==> config.mk <==
export PLATFORM = sky130hd
export DESIGN_NAME = pwm_from_count
export DESIGN_NICKNAME = d
export VERILOG_FILES = /design/src/rtl/pwm_from_count.sv
export SDC_FILE = /design/constraint.sdc
export NUM_CORES = 1
export LEC_CHECK = 0
export CELL_PAD_IN_SITES_DETAIL_PLACEMENT = 1
export CELL_PAD_IN_SITES_GLOBAL_PLACEMENT = 1
export CORE_MARGIN = 2
export CORE_UTILIZATION = 44
export CTS_BUF_LIST = sky130_fd_sc_hd__clkbuf_2
export CTS_CLUSTER_DIAMETER = 150
export DETAILED_ROUTE_END_ITERATION = 8
export PLACE_DENSITY = 0.9
export SLEW_MARGIN = 0
export SYNTH_ARGS = -nofsm -noshare
export SYNTH_HDL_FRONTEND = slang
export SYNTH_SLANG_ARGS = --single-unit
export TNS_END_PERCENT = 50
==> constraint.sdc <==
create_clock -name iClk -period 3.24 [get_ports iClk]
set_input_delay 0.648 -clock iClk [delete_from_list [all_inputs] [get_ports iClk]]
set_output_delay 0.648 -clock iClk [all_outputs]
set_load 0.005 [all_outputs]
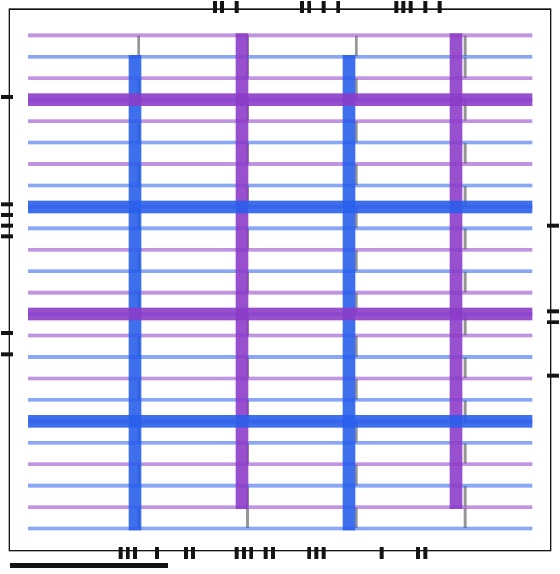
*Power grid*
The bar under the picture is 20 um long. Pins as bars on the die edge. Tap cells in gray.
| color | net |
|---|---|
| purple | VDD |
| blue | VSS |
signal pins: 40
met4 straps: 4
rows: 23
met5 straps: 4
tap cells: 50
peak ir drop on the vdd network: 0.3440 mV
Vert. Die Dim: 68.50 um
Std-Cell Core Area: 4000 um^2
die x size: 68.50 um

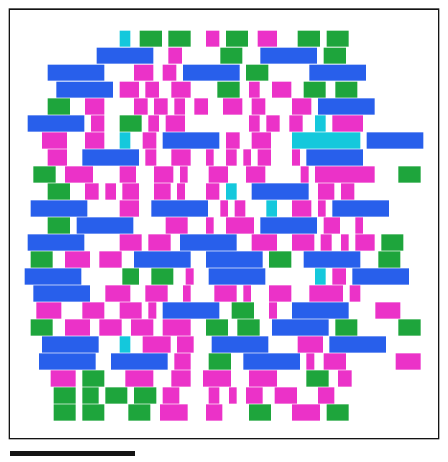
*Placed cells, one color a class*
The bar under the picture is 20 um long.
| color | class | cells | share of their area |
|---|---|---|---|
| cyan | clock drivers and dummy loads | 8 | 2.8% |
| green | remaining buffers and delay cells | 41 | 18% |
| blue | registers | 36 | 39% |
| magenta | remaining logic cells | 115 | 40% |
post-route standard cell area excluding fillers: 2354 um^2
sequential share of cell area: 38.28%
share of the core filled with cells in the final layout: 58.84%
placement row count: 23

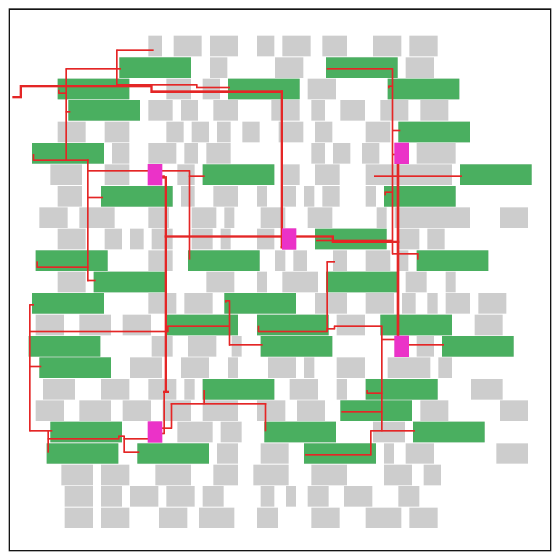
*Routed clock nets over the placement*
[magenta] clock-net drivers | count: 5
[red] clock wires | length: 488 um
[green] flip-flops | count: 36
flops lie: all over the die
reported clock group power: 289 uW
worst-skew pair later-pin latency: 0.40 ns
fraction of power consumed by the clock network: 24.5%
largest clock skew in the final design: 0.02861 ns

==> out/qor.log <==
[run_status] status finished, final reports clean
[clock_tree] cts-stage hold buffer count 0
[worst_setup_path] CP Depth 2
[clock_tree] register clock-pin slew on the reported worst setup and hold paths 0.20 ns
[sta] shortest clock period the worst path allows after layout 2.906 ns
[floorplan] IO Count 40
[clock_tree] TritonCTS clock tree yes
[synthesis] top post-synthesis cells by count sky130_fd_sc_hd__dfrtp_1 (36), sky130_fd_sc_hd__xnor2_1 (15), sky130_fd_sc_hd__mux2i_1 (14)
[worst_setup_path] CP Buf/Inv Count 1
[worst_setup_path] required time reported for the critical path endpoint 2.59 ns
[route] routed vias/inst 5.452
[route] routed wire length on met3 123 um
[synthesis] distinct cell type count after synthesis 29
[clock_tree] CTS H-Tree Depth 2
[route] highest metal layer used by the detailed router met4
[synthesis] flip-flop cell with the highest count after synthesis sky130_fd_sc_hd__dfrtp_1
[sta] final number of hold-violating endpoints 0
[worst_setup_path] register-to-register path setup slack 1.26 ns
[placed_design] Placement Setup Slack 0.7116 ns
[route] DRC Markers 0
[synthesis] count of warnings emitted by yosys 0
[placed_design] cell area after placement 2288 um^2
[worst_setup_path] depth of the worst register-to-register path 3
[global_routing] all-layer global routing usage 22.58%
[route] antenna violation net count after detailed routing 0
[worst_setup_path] signal arrival time at the worst endpoint 2.26 ns
[sta] worst-case headroom to the max-slew limit 44.81%
[synthesis] most common cell in the netlist sky130_fd_sc_hd__dfrtp_1
[synthesis] Synth Register Bits 36
[floorplan] overall chip area 4692 um^2
[placed_design] Detailed Place HPWL 3362 um
power breakdown:
part / switching (uW) / leakage (uW) / internal [uW]
sequential: 66.7 / 0.000456 / 528
clock: 157 / 0.0000430 / 133
combinational: 119 / 0.000524 / 175
layout make-up:
type,instances,area [um^2]
clock buffers,6,30.03
clock inverters,2,35.03
well taps,50,62.56
repair buffers,41,405.4
inverters,9,33.78
multi-input cells,106,885.9
flip-flops and latches,36,900.9
fillers,422,1647
kinds of logic after synthesis:
group / after synthesis / share of synthesized area [%]
compound gates: 16 / 7.040
mux: 25 / 14.63
xor+xnor: 15 / 7.177
simple gates: 42 / 14.08
buf+inv: 11 / 2.392
fa+ha+maj: 8 / 5.468
flops: 36 / 49.21
No activity file was given, so power comes from the tool's default toggle rates.
